$ cat config.mk
export PLATFORM = sky130hd
export DESIGN_NAME = hex_display_scanner
export DESIGN_NICKNAME = d
export VERILOG_FILES = /design/src/rtl/seg_pkg.sv /design/src/rtl/hex2seg.sv /design/src/rtl/hex_display_scanner.sv
export SDC_FILE = /design/constraint.sdc
export NUM_CORES = 1
export LEC_CHECK = 0
export CAP_MARGIN = 15
export CORE_ASPECT_RATIO = 1.2
export CORE_MARGIN = 2
export CORE_UTILIZATION = 25
export DETAILED_ROUTE_END_ITERATION = 10
export HOLD_SLACK_MARGIN = 0.12
export SLEW_MARGIN = 0
export SYNTH_ARGS = -nofsm -noshare
export SYNTH_HDL_FRONTEND = slang
export SYNTH_SLANG_ARGS = --single-unit
$ cat constraint.sdc
create_clock -name clk_i -period 2.7 [get_ports clk_i]
set_input_delay 0.27 -clock clk_i [delete_from_list [all_inputs] [get_ports clk_i]]
set_output_delay 0.27 -clock clk_i [all_outputs]
set_load 0.01 [all_outputs]
$ cat src/rtl/seg_pkg.sv
// seg_pkg: shared definitions for the hex display scanner.
// Holds the hex-to-segment table (active-low, bit order {g,f,e,d,c,b,a}),
// the all-dark segment pattern and the per-slot scan state encoding.
package seg_pkg;

  localparam logic [6:0] SEG_BLANK = 7'h7F;

  localparam logic [6:0] SEG_TABLE [16] = '{
    7'h40, 7'h79, 7'h24, 7'h30,
    7'h19, 7'h12, 7'h02, 7'h78,
    7'h00, 7'h10, 7'h08, 7'h03,
    7'h46, 7'h21, 7'h06, 7'h0E
  };

  typedef enum logic {
    BLANK = 1'b0,
    SHOW  = 1'b1
  } scan_state_e;

endpackage

$ cat src/rtl/hex2seg.sv
// hex2seg: combinational nibble to active-low 7-segment decoder.
module hex2seg
  import seg_pkg::*;
(
  input  logic [3:0] nibble_i,
  output logic [6:0] seg_o
);

  assign seg_o = SEG_TABLE[nibble_i];

endmodule

$ cat src/rtl/hex_display_scanner.sv
// hex_display_scanner: time-multiplexed driver for DIGITS hex digits on a
// common 7-segment bus. Every digit slot lasts PRESCALE cycles and opens with
// GUARD blanking cycles so the previous digit's segments never ghost onto the
// next anode. New values enter a one-deep pending buffer through a
// valid/ready handshake and are committed to the display register only on the
// last cycle of a frame, so a frame never shows a mix of old and new digits.
// Outputs are decoded from registered state plus the live mask only.
// Build option: define HEX_DISPLAY_LZ_BLANK_EN to blank leading-zero digits
// (digit 0 is always shown).
module hex_display_scanner
  import seg_pkg::*;
#(
  parameter int DIGITS   = 8,
  parameter int PRESCALE = 100000,
  parameter int GUARD    = 1000
) (
  input  logic                  clk_i,
  input  logic                  rst_i,
  input  logic [4*DIGITS-1:0]   data_i,
  input  logic                  data_valid_i,
  output logic                  data_ready_o,
  input  logic [DIGITS-1:0]     mask_i,
  output logic [DIGITS-1:0]     an_o,
  output logic [6:0]            seg_o,
  output logic                  frame_o
);

  localparam int CW = $clog2(PRESCALE);
  localparam int IW = $clog2(DIGITS);

  localparam logic [CW-1:0] CNT_LAST       = CW'(PRESCALE - 1);
  localparam logic [CW-1:0] CNT_GUARD_LAST = CW'(GUARD - 1);
  localparam logic [IW-1:0] IDX_LAST       = IW'(DIGITS - 1);

  logic [CW-1:0]       cnt_q, cnt_d;
  logic [IW-1:0]       idx_q, idx_d;
  scan_state_e         state_q, state_d;
  logic [4*DIGITS-1:0] disp_q, disp_d;
  logic [4*DIGITS-1:0] pend_q, pend_d;
  logic                pend_full_q, pend_full_d;

  logic                slot_end;
  logic                frame_end;
  logic                accept;
  logic [3:0]          nibs [DIGITS];
  logic [3:0]          sel_nib;
  logic [6:0]          sel_seg;
  logic                lz_blank;
  logic                show_lit;

  // Slot timing: counter, digit index and blank/show phase for the next cycle.
  always_comb begin
    slot_end  = (cnt_q == CNT_LAST);
    frame_end = slot_end && (idx_q == IDX_LAST);

    cnt_d = slot_end ? '0 : cnt_q + CW'(1);

    idx_d = idx_q;
    if (slot_end) begin
      idx_d = (idx_q == IDX_LAST) ? '0 : idx_q + IW'(1);
    end

    state_d = state_q;
    case (state_q)
      BLANK:   if (cnt_q == CNT_GUARD_LAST) state_d = SHOW;
      SHOW:    if (slot_end)                state_d = BLANK;
      default:                              state_d = BLANK;
    endcase
  end

  // Input handshake and frame-boundary commit of the pending value.
  always_comb begin
    accept      = data_valid_i && !pend_full_q;
    pend_d      = accept ? data_i : pend_q;
    pend_full_d = pend_full_q;
    disp_d      = disp_q;
    // Commit and accept are mutually exclusive: accept needs an empty buffer,
    // commit needs a full one. A value taken on the frame_o cycle therefore
    // waits for the following frame boundary.
    if (frame_end && pend_full_q) begin
      disp_d      = pend_q;
      pend_full_d = 1'b0;
    end else if (accept) begin
      pend_full_d = 1'b1;
    end
  end

  // All scan and buffer state; reset discards any pending value.
  always_ff @(posedge clk_i or posedge rst_i) begin
    if (rst_i) begin
      cnt_q       <= '0;
      idx_q       <= '0;
      state_q     <= BLANK;
      disp_q      <= '0;
      pend_q      <= '0;
      pend_full_q <= 1'b0;
    end else begin
      cnt_q       <= cnt_d;
      idx_q       <= idx_d;
      state_q     <= state_d;
      disp_q      <= disp_d;
      pend_q      <= pend_d;
      pend_full_q <= pend_full_d;
    end
  end

  for (genvar k = 0; k < DIGITS; k++) begin : g_nib
    assign nibs[k] = disp_q[4*k +: 4];
  end

  assign sel_nib = nibs[idx_q];

  hex2seg u_hex2seg (
    .nibble_i (sel_nib),
    .seg_o    (sel_seg)
  );

`ifdef HEX_DISPLAY_LZ_BLANK_EN
  // Leading-zero detect: the current digit is dark when it and every digit
  // above it hold zero; digit 0 is never suppressed.
  always_comb begin
    logic upper_zero;
    lz_blank   = 1'b0;
    upper_zero = 1'b1;
    for (int k = DIGITS - 1; k >= 1; k--) begin
      upper_zero = upper_zero && (nibs[k] == 4'h0);
      if ((IW'(k) == idx_q) && upper_zero) begin
        lz_blank = 1'b1;
      end
    end
  end
`else
  assign lz_blank = 1'b0;
`endif

  // Output decode from registered state and the live mask.
  always_comb begin
    show_lit = (state_q == SHOW) && mask_i[idx_q] && !lz_blank;
    an_o     = show_lit ? ~(DIGITS'(1) << idx_q) : '1;
    seg_o    = show_lit ? sel_seg : SEG_BLANK;
  end

  assign frame_o      = frame_end;
  assign data_ready_o = !pend_full_q;

endmodule

**Run 1: clock routing**

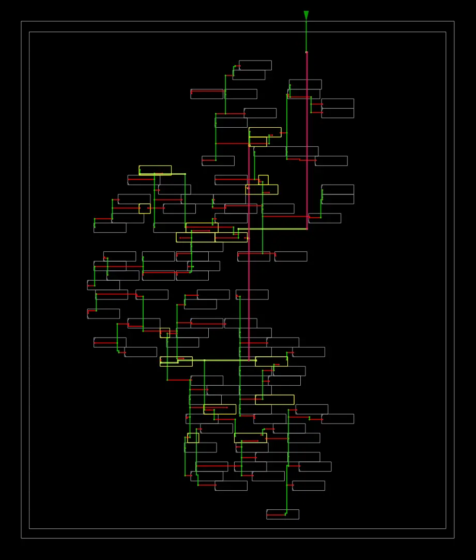
flip-flops: 86
CTS Buf Count: 9
Insertion Delay late pin: 330 ps
clk_skew: 9.47 ps
CTS Sinks: 86

**Run 1: cell classes on the final placement**

(2 px per um) Fill, decap, tap and diode cells in gray.
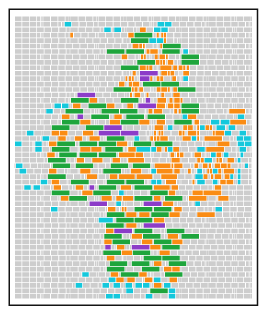
- green: flops (cells 86)
- cyan: other buffers and delay cells (cells 85)
- purple: clock drivers and dummy loads (cells 16)
- orange: combinational and other logic (cells 221)

==> results.py, run 1 <==
# Synthesis and PnR figures
metrics = {
    "clock_tree": {
        "cts_tree": "done",
        "cts-root-buf": "clkbuf_16",
        "clkTransAtPathRegs_ps": 70,
    },
    "power": {
        "power.group.top": "sequential cells",
        "swShare_pct": 20.4,
        "pg_seq_w": 0.00138,
        "power-per-cell-area_nw_per_um2": 502,
    },
    "yosys": {
        "syn_inst": 320,
        "ys_sh_aoi_pct": 3.75,
        "edf_count": 0,
        "mux_area_share_pct": 26.1,
        "synth.top_cells.by_count": "86 x dfrtp_1, 38 x mux2_2, 29 x mux2_4",
        "logic_family": "multiplexers",
        "synth_top_area_share_pct": 50.4,
        "adder_share_pct": 4.10,
    },
    "setup_path": {
        "critical_path_arrival_ps": 2510,
        "crit_family": "multiplexers",
        "cp.required_ps": 2430,
        "r2r_end": "disp_q[28]",
        "critPathSlowestCell": "mux4_2",
        "path_max_fanout": 7,
        "end_kind": "output pin",
    },
    "placed_design": {
        "dp_cells": 600,
        "dp_slack_ps": -223,
    },
    "layout": {
        "biggestRegsByFlops": "disp_q: 32 flops, pend_q: 32 flops, cnt_q: 17 flops",
        "logic_gates": 211,
        "regArea_um2": 2150,
        "instances_no_fill": 624,
        "seq_share_pct": 37.6,
        "buf_share_pct": 13.9,
        "comb_area_share_pct": 37.2,
        "insertedDiodeCount": 0,
        "nonClockBufferCount": 85,
    },
    "detailed_routing": {
        "met3WireLength_um": 362,
        "vias": 2789,
        "drc_errors": 0,
    },
    "floorplanning": {
        "core-area_um2": 16800,
        "pin_count": 60,
    },
    "timing": {
        "setup_tns_ps": -183,
        "rsz0062_at_grt": "yes",
        "setup_viol": 5,
        "worst_slew_pin_slew_ps": 913,
        "fin_ws_ps": -82.5,
    },
    "outcome": {
        "status": "complete, but fails checks",
        "failed_checks": "negative setup slack",
    },
}
**Run 1: local utilization**

(2 px per um) 12 x 15 tiles, from black (low) to pale yellow (high), 0 to 100% covered.
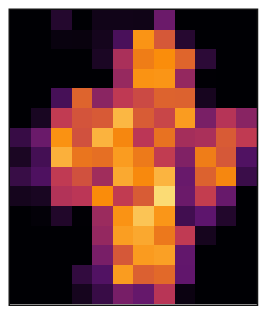
- nearly empty tiles: 34%
- tiles over 75% full: 12%
- densest ninth of the die: center
- emptiest ninth of the die: lower left

**Run 1: close-up of the layout**

Window x 49 to 74, y 61 to 86 um. Cells in gray, sequential cells in the stronger gray; small squares are vias.
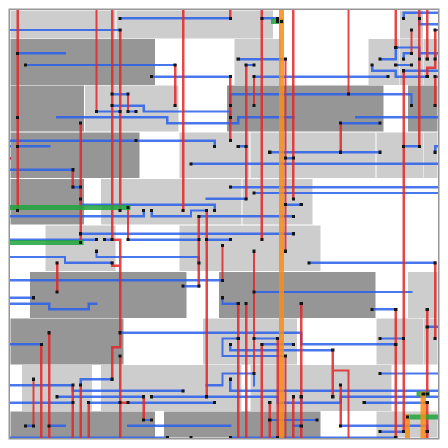

--- run 2 (diff from run 1) ---
- GPL_TIMING_DRIVEN: default -> 0
**Run 2: close-up of the layout**

Window x 49 to 74, y 61 to 86 um. Cells in gray, sequential cells in the stronger gray; small squares are vias.
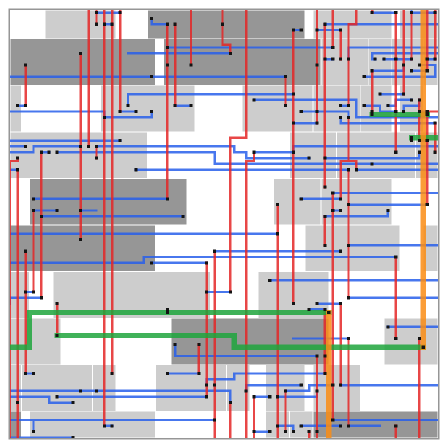
- blue: metal 1
- green: metal 3
- red: metal 2
- orange: metal 4
- cells with their middle in the window: 35
- sequential cells in the window: 7
- most frequent: dfrtp_1 (7), mux2_2 (5), buf_4 (4)
- netlist names of flops here include: disp_q (5)

==> results.py, run 2 <==
# Synthesis and PnR figures
metrics = {
    "power": {
        "swShare_pct": 21.0,
        "power-per-cell-area_nw_per_um2": 472,
        "pg_seq_w": 0.00138,
    },
    "placed_design": {
        "dp_slack_ps": -874,
    },
    "timing": {
        "fin_ws_ps": -133,
        "rsz0062_at_grt": "yes",
        "setup_viol": 7,
    },
    "setup_path": {
        "end_kind": "output pin",
        "path_max_fanout": 5,
        "r2r_end": "disp_q[17]",
    },
    "layout": {
        "buf_share_pct": 15.6,
        "comb_area_share_pct": 36.8,
        "instances_no_fill": 633,
        "nonClockBufferCount": 94,
        "nFlopsAndLatches": 86,
        "biggestRegsByFlops": "disp_q: 32 flops, pend_q: 32 flops, cnt_q: 17 flops",
    },
    "detailed_routing": {
        "met3WireLength_um": 412,
        "drc_errors": 0,
    },
    "outcome": {
        "status": "complete, but fails checks",
        "failed_checks": "negative setup slack",
    },
    "clock_tree": {
        "clk_latency_ps": 330,
        "cts_sinks": 86,
    },
    "yosys": {
        "logic_family": "multiplexers",
        "syn_inst": 320,
        "edf_count": 0,
    },
    "floorplanning": {
        "pin_count": 60,
    },
}
**Run 2: routed clock nets over the placement**

(4 px per um)
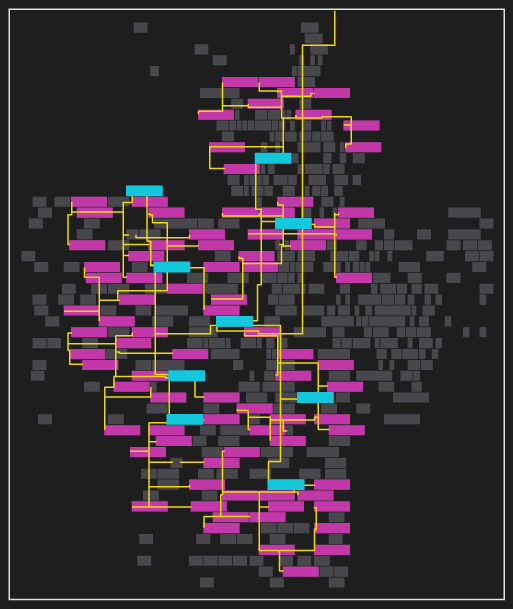

--- run 3 (diff from run 2) ---
- CORE_UTILIZATION: 25 -> 55
- MAX_ROUTING_LAYER: default -> met4
- PLACE_DENSITY: default -> 0.8
- REMOVE_ABC_BUFFERS: default -> 1
**Run 3: routed clock nets over the placement**

(6 px per um)
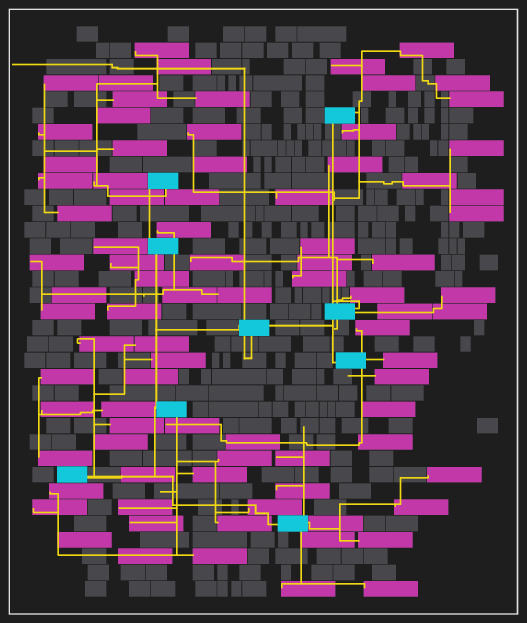
- yellow: clock wires (length 1030 um)
- magenta: flip-flops (count 86)
- cyan: clock drivers (count 9)
- flops lie: all over the die

==> results.py, run 3 <==
# Synthesis and PnR figures
metrics = {
    "power": {
        "p_int_w": 0.00199,
        "pg_seq_w": 0.00137,
        "power-per-cell-area_nw_per_um2": 468,
        "swShare_pct": 21.7,
    },
    "layout": {
        "design_area_um2": 5450,
        "instances_no_fill": 494,
        "nonClockBufferCount": 79,
        "nFlopsAndLatches": 86,
        "logic_gates": 211,
        "biggestRegsByFlops": "disp_q: 32 flops, pend_q: 32 flops, cnt_q: 17 flops",
        "comb_area_share_pct": 39.6,
        "layout-drive-gt1-share_pct": 37.6,
        "buf_share_pct": 13.8,
    },
    "clock_tree": {
        "post-cts-setup-buffers": 9,
        "clk_latency_ps": 360,
        "cts-root-buf": "clkbuf_8",
        "cts_sinks": 86,
    },
    "placed_design": {
        "dp_slack_ps": -1010,
        "dpl.hpwl_mm": 5.39,
        "globalplace.congestion": 0.905,
    },
    "timing": {
        "fmax_ghz": 0.342,
        "rsz0062_at_grt": "yes",
        "fin_ws_ps": -227,
        "fin_skew_ps": 15.2,
        "hold_viol": 0,
        "setup_viol": 5,
    },
    "yosys": {
        "logic_family": "multiplexers",
        "edf_count": 0,
        "yosysTopAreaCell": "dfrtp_1",
        "ys_sh_simple_pct": 9.31,
        "syn_inst": 320,
    },
    "setup_path": {
        "end_kind": "output pin",
        "r2r_end": "disp_q[30]",
        "path_max_fanout": 6,
        "critical_path.cell_chain": "mux4_2, mux2i_4, inv_2, ha_4, inv_2, a21oi_1, a211oi_1, o21ai_1, buf_2",
        "cp-startpoint": "idx_q[0]",
    },
    "global_routing": {
        "grt_use_total_pct": 20.8,
        "grt_max_degree": 71,
    },
    "outcome": {
        "status": "complete, but fails checks",
        "failed_checks": "negative setup slack",
    },
    "floorplanning": {
        "fp.dieW_um": 84.5,
        "die_h_um": 101,
        "die_area_um2": 8490,
        "pin_count": 60,
    },
    "detailed_routing": {
        "drc_errors": 0,
        "met3WireLength_um": 253,
    },
}
Power figures rest on the tool's default switching activity, not on a simulated workload.
